<file path="src/rtl/data_mem_arbiter.sv">
// data_mem_arbiter: two-requester round-robin arbiter and sequencer for a single-port data memory.
// Latency: grant is combinational from req; load data and rvalid are registered, one cycle after the transfer edge.
// Backpressure: a requester holds req/write/addr/wdata until it is granted; no grants while the clear sequencer runs.
// Build option: define MEM_CLEAR_EN to compile in the power-up fill of every word with CLEAR_VALUE.
module data_mem_arbiter #(
    parameter int                ADDR_W      = 8,
    parameter int                DATA_W      = 8,
    parameter logic [DATA_W-1:0] CLEAR_VALUE = '0
) (
    input  logic              clk,
    input  logic              resetN,
    input  logic              req0,
    input  logic              write0,
    input  logic [ADDR_W-1:0] addr0,
    input  logic [DATA_W-1:0] wdata0,
    input  logic              req1,
    input  logic              write1,
    input  logic [ADDR_W-1:0] addr1,
    input  logic [DATA_W-1:0] wdata1,
    output logic              gnt0,
    output logic              gnt1,
    output logic [DATA_W-1:0] rdata0,
    output logic [DATA_W-1:0] rdata1,
    output logic              rvalid0,
    output logic              rvalid1,
    output logic [ADDR_W-1:0] memAddr,
    output logic [DATA_W-1:0] memDataIn,
    output logic              memWriteEnable,
    input  logic [DATA_W-1:0] memDataOut,
    output logic              ready
);

    // Arbitration is allowed only when the clear sequencer is finished and reset is released.
    logic              w_serve;
    logic              w_arb_en;
    logic              w_gnt0;
    logic              w_gnt1;
    logic [ADDR_W-1:0] w_mem_addr;
    logic [DATA_W-1:0] w_mem_wdata;
    logic              w_mem_we;

    // Index of the requester that made the most recent transfer; the other one wins a tie.
    logic              r_last_gnt;
    logic [DATA_W-1:0] r_rdata0;
    logic [DATA_W-1:0] r_rdata1;
    logic              r_rvalid0;
    logic              r_rvalid1;

`ifdef MEM_CLEAR_EN
    localparam logic [0:0] S_CLEAR = 1'b0;
    localparam logic [0:0] S_SERVE = 1'b1;

    logic [0:0]        r_state;
    // One bit wider than the address: the carry into the top bit marks the last write.
    logic [ADDR_W:0]   r_clear_cnt;
    logic [ADDR_W:0]   w_clear_cnt_nxt;
    logic [ADDR_W-1:0] w_clear_addr;

    assign w_clear_cnt_nxt = r_clear_cnt + {{ADDR_W{1'b0}}, 1'b1};
    assign w_clear_addr    = r_clear_cnt[ADDR_W-1:0];

    // Clear sequencer: write every address once after reset, then hand the memory to the arbiter.
    always_ff @(posedge clk or negedge resetN) begin
        if (!resetN) begin
            r_state     <= S_CLEAR;
            r_clear_cnt <= '0;
        end else if (r_state == S_CLEAR) begin
            r_clear_cnt <= w_clear_cnt_nxt;
            if (w_clear_cnt_nxt[ADDR_W]) begin
                r_state <= S_SERVE;
            end
        end
    end

    assign w_serve = (r_state == S_SERVE);
`else
    assign w_serve = 1'b1;
`endif

    // Round-robin grant; reset gates it so the outputs sit at their reset values while resetN is low.
    assign w_arb_en = resetN & w_serve;
    assign w_gnt0   = w_arb_en & req0 & (~req1 | r_last_gnt);
    assign w_gnt1   = w_arb_en & req1 & (~req0 | ~r_last_gnt);

    // Memory pin mux: clear sequencer, granted requester, or idle (address follows requester 0).
    always_comb begin
        w_mem_addr  = addr0;
        w_mem_wdata = CLEAR_VALUE;
        w_mem_we    = 1'b0;
        if (w_gnt1) begin
            w_mem_addr  = addr1;
            w_mem_wdata = wdata1;
            w_mem_we    = write1;
        end else if (w_gnt0) begin
            w_mem_addr  = addr0;
            w_mem_wdata = wdata0;
            w_mem_we    = write0;
        end
`ifdef MEM_CLEAR_EN
        if (!w_serve) begin
            w_mem_addr  = w_clear_addr;
            w_mem_wdata = CLEAR_VALUE;
            w_mem_we    = resetN;
        end
`endif
    end

    // Remember who transferred last so a tie goes to the other requester.
    always_ff @(posedge clk or negedge resetN) begin
        if (!resetN) begin
            r_last_gnt <= 1'b1;
        end else if (w_gnt1) begin
            r_last_gnt <= 1'b1;
        end else if (w_gnt0) begin
            r_last_gnt <= 1'b0;
        end
    end

    // Requester 0 load return: capture memory read data and pulse rvalid for one cycle.
    always_ff @(posedge clk or negedge resetN) begin
        if (!resetN) begin
            r_rdata0  <= '0;
            r_rvalid0 <= 1'b0;
        end else begin
            r_rvalid0 <= w_gnt0 & ~write0;
            if (w_gnt0 && !write0) begin
                r_rdata0 <= memDataOut;
            end
        end
    end

    // Requester 1 load return: capture memory read data and pulse rvalid for one cycle.
    always_ff @(posedge clk or negedge resetN) begin
        if (!resetN) begin
            r_rdata1  <= '0;
            r_rvalid1 <= 1'b0;
        end else begin
            r_rvalid1 <= w_gnt1 & ~write1;
            if (w_gnt1 && !write1) begin
                r_rdata1 <= memDataOut;
            end
        end
    end

    assign gnt0           = w_gnt0;
    assign gnt1           = w_gnt1;
    assign rdata0         = r_rdata0;
    assign rdata1         = r_rdata1;
    assign rvalid0        = r_rvalid0;
    assign rvalid1        = r_rvalid1;
    assign memAddr        = w_mem_addr;
    assign memDataIn      = w_mem_wdata;
    assign memWriteEnable = w_mem_we;
    assign ready          = w_serve;

endmodule
</file>
<file path="config.mk">
export PLATFORM = sky130hd
export DESIGN_NAME = data_mem_arbiter
export DESIGN_NICKNAME = d
export VERILOG_FILES = /design/src/rtl/data_mem_arbiter.sv
export SDC_FILE = /design/constraint.sdc
export NUM_CORES = 1
export LEC_CHECK = 0
export ABC_AREA = 1
export CAP_MARGIN = 10
export CORE_AREA = 2 2 63 65
export CTS_CLUSTER_DIAMETER = 40
export CTS_CLUSTER_SIZE = 8
export DETAILED_ROUTE_END_ITERATION = 16
export DIE_AREA = 0 0 65 67
export PLACE_DENSITY = 0.74
export SYNTH_ARGS = -nofsm -noshare
export SYNTH_HDL_FRONTEND = slang
export SYNTH_SLANG_ARGS = --single-unit
export TNS_END_PERCENT = 1
</file>
<file path="constraint.sdc">
create_clock -name clk -period 1.41 [get_ports clk]
set_input_delay 0.423 -clock clk [delete_from_list [all_inputs] [get_ports clk]]
set_output_delay 0.423 -clock clk [all_outputs]
set_load 0.01 [all_outputs]
</file>
==> deck_impl_summary.md <==
Implementation Results

Synth
  – Mapped Cells: 141
  – Area fraction in mux cells: 0%
  – Yosys chip area: 0.00102 mm^2
  – Post-Syn Nets: 187
  – Avg Inst Size Synth: 7.21 um^2
  – Biggest area cells: dfrtp_1 (44%), nand2_1 (31%), nand4_1 (9.9%)
  – Yosys adder share: 0%
  – Cell taking the most area after synthesis: dfrtp_1
  – YS warnings: 0
  – Aoi share: 0.985%
  – Largest type area fraction: 44.3%
  – Synth Cell Area: 0.00102 mm^2

Final layout
  – Layout cells sized above 1: 34.3%
  – NumNets Final: 286
  – Commonest Layout Cell: nand2_1
  – Most frequent cells in the layout: nand2_1 (53), clkdlybuf4s50_1 (42), nand2_2 (31)
  – FILL cells: 339
  – Comb area: 596 um^2
  – Reg area: 477 um^2

CTS
  – CTS buffer count: 3
  – CTS Hold Bufs: 0
  – PostCTS Resize Cnt: 127
  – CTS Buffer Depth: 2
  – CTS tree: built
  – Clock Latency Late Sink: 260 ps
  – Setup Fix Bufs, Post-CTS: 0

Job
  – Max cap viols: 0

Floorplan
  – Die area: 0.00436 mm^2
  – Die x size: 65 um
  – IO Pins: 84

STA
  – Setup-failing EPs final: 19
  – Setup repair after global routing missed its margin: true
  – Max Slew Vio Count: 0
  – Final worst slack: -366 ps
  – Clock skew: 7.29 ps
  – Final Hold Vio Count: 0

GRT
  – Initial antenna violation count: 0
  – Met1 Use GR: 18.4%
  – First-pass GRT wire length: 5380 um
  – Overall routing resource usage: 16.6%
  – Number of global-route vias before repair: 1248
  – Gr busiest metal: met2

Placement
  – Inst Count DP: 281
  – Setup WS pre-CTS: -1000 ps
  – Hpwl dp: 2570 um

Drt
  – DRT met1 WL: 1360 um
  – Met3 WL: 374 um
  – WL/cell: 11.7 um
  – Initial DRC Count: 59
  – Vias/cell: 4.49
  – Drt first pass iters: 4

Worst setup path
  – Reg2reg end: rdata1[6]
  – CP max stage delay: 550 ps
  – Crit-path slowest cell: dfstp_2
  – Crit path launch type: register
  – CP Capture Type: primary output
  – Worst endpoint required time: 990 ps
  – Worst-path fanout max: 7
  – WP data arrival: 1350 ps
  – CP top delay family: flip-flops
  – Critical path depth in cells: 7
  – Setup CP Type: register to primary output

Status
  – Status: finished with violations
  – Failing checks: setup timing

Power
  – Max IR drop VDD: 403 uV
synth_stat cells:
library cell / instances
buf_2: 2
nor2_4: 1
buf_4: 1
dfstp_2: 1
dfrtp_1: 18
inv_2: 1
nand2_1: 85
nand3_2: 2
clkinv_1: 3
buf_6: 1
nand2_2: 2
inv_1: 5
o21ai_0: 2
conb_1: 1
nand4_1: 16
where the power goes:
part           internal [mW]  total (mW)  switching, mW
Combinational          0.385       0.720          0.335
Sequential             0.646       0.696         0.0507
Clock                  0.197       0.375          0.179
layout make-up:
cell class / instances / share of cell area [%]
tap: 48 / 2.78
clock buffer: 3 / 1.91
timing repair buffer: 97 / 43.2
inverter: 9 / 1.97
multi-input combinational: 109 / 27.6
sequential: 19 / 22.1
timing repair inverter: 1 / 0.290
clock inverter: 1 / 0.232
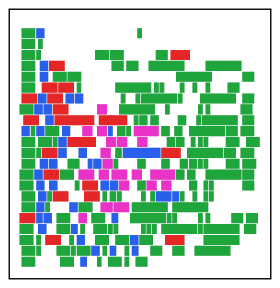
Figure 1: cell sizes after repair.
Scale: 4 px per um.
[red] x6 and larger | cells: 20 | share: 8.4% | most used: buf_6
[blue] x2 | cells: 42 | share: 18% | most used: nand2_2
[magenta] x3 and x4 | cells: 20 | share: 8.4% | most used: buf_4
[green] x1 and smaller | cells: 157 | share: 66% | most used: nand2_1
post-route cell area: 0.00216 mm^2
final worst slack: -366 ps
bufs w/o clock: 97
Synth-to-Final Area Change: 113%

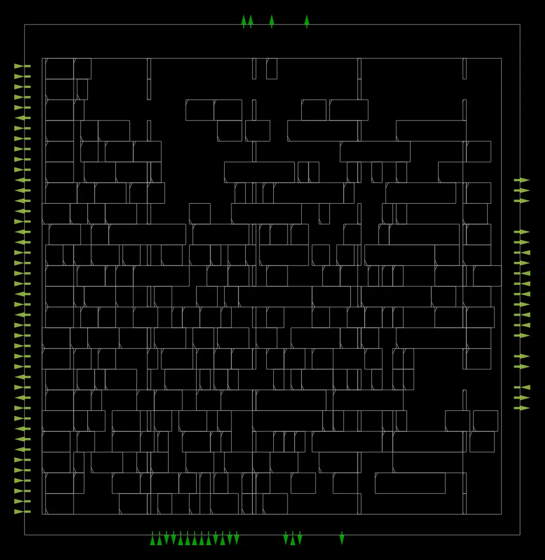
Figure 2: placement view.
Core Region: 0.00361 mm^2
Final Non-Filler Cells: 287
number of tapcells: 48
registers: 19
Core Util, Final: 59.9%

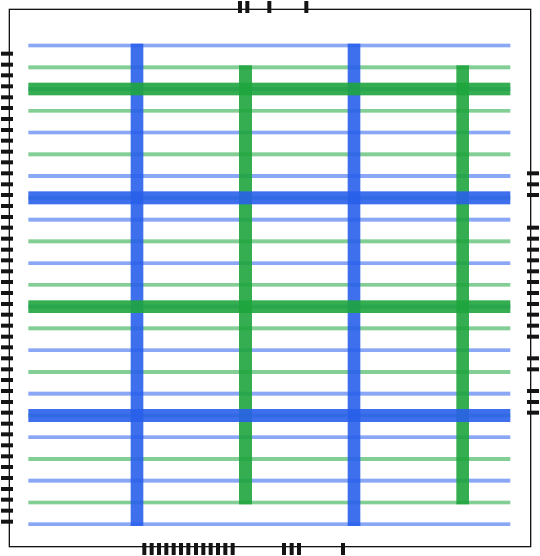
Figure 3: supply network.
Scale: 8 px per um. Pins as bars on the die edge.
[blue] VSS
[green] VDD
met4 straps: 4
met1 rails: 23
signal pins: 84
met5 straps: 4

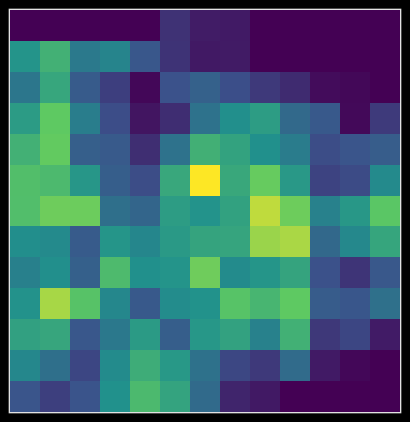
Figure 4: routed metal per tile.
Scale: 6 px per um. 13 x 13 tiles, from dark purple (low) to yellow (high), scaled to the fullest tile. Values are wire area over tile area, all layers added.
mean over tiles: 0.13
emptiest ninth of the die: top right
fullest tile: 0.36
tiles over half the peak: 34%
nearly empty tiles: 14%
densest ninth of the die: middle

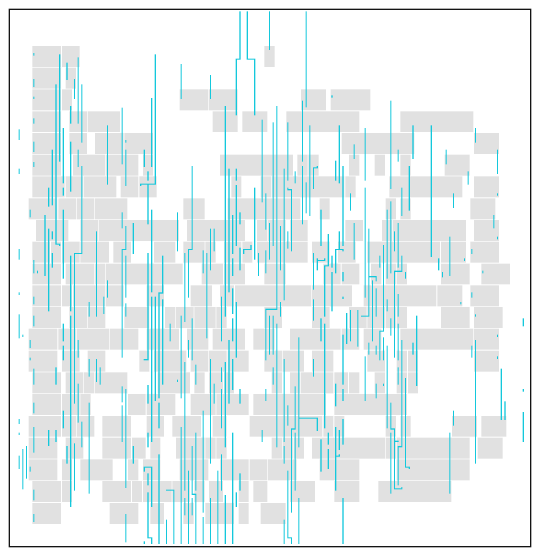
Figure 5: metal 2.
Scale: 8 px per um.
share of all routed wire: 46%
wire length on this layer: 1560 um
nets with wire on the layer: 235
longest straight run: 26.2 um
routed wire length: 3360 um
met2 Usage GRT: 27.1%
routed vias: 1290

No activity file was given, so power comes from the tool's default toggle rates.
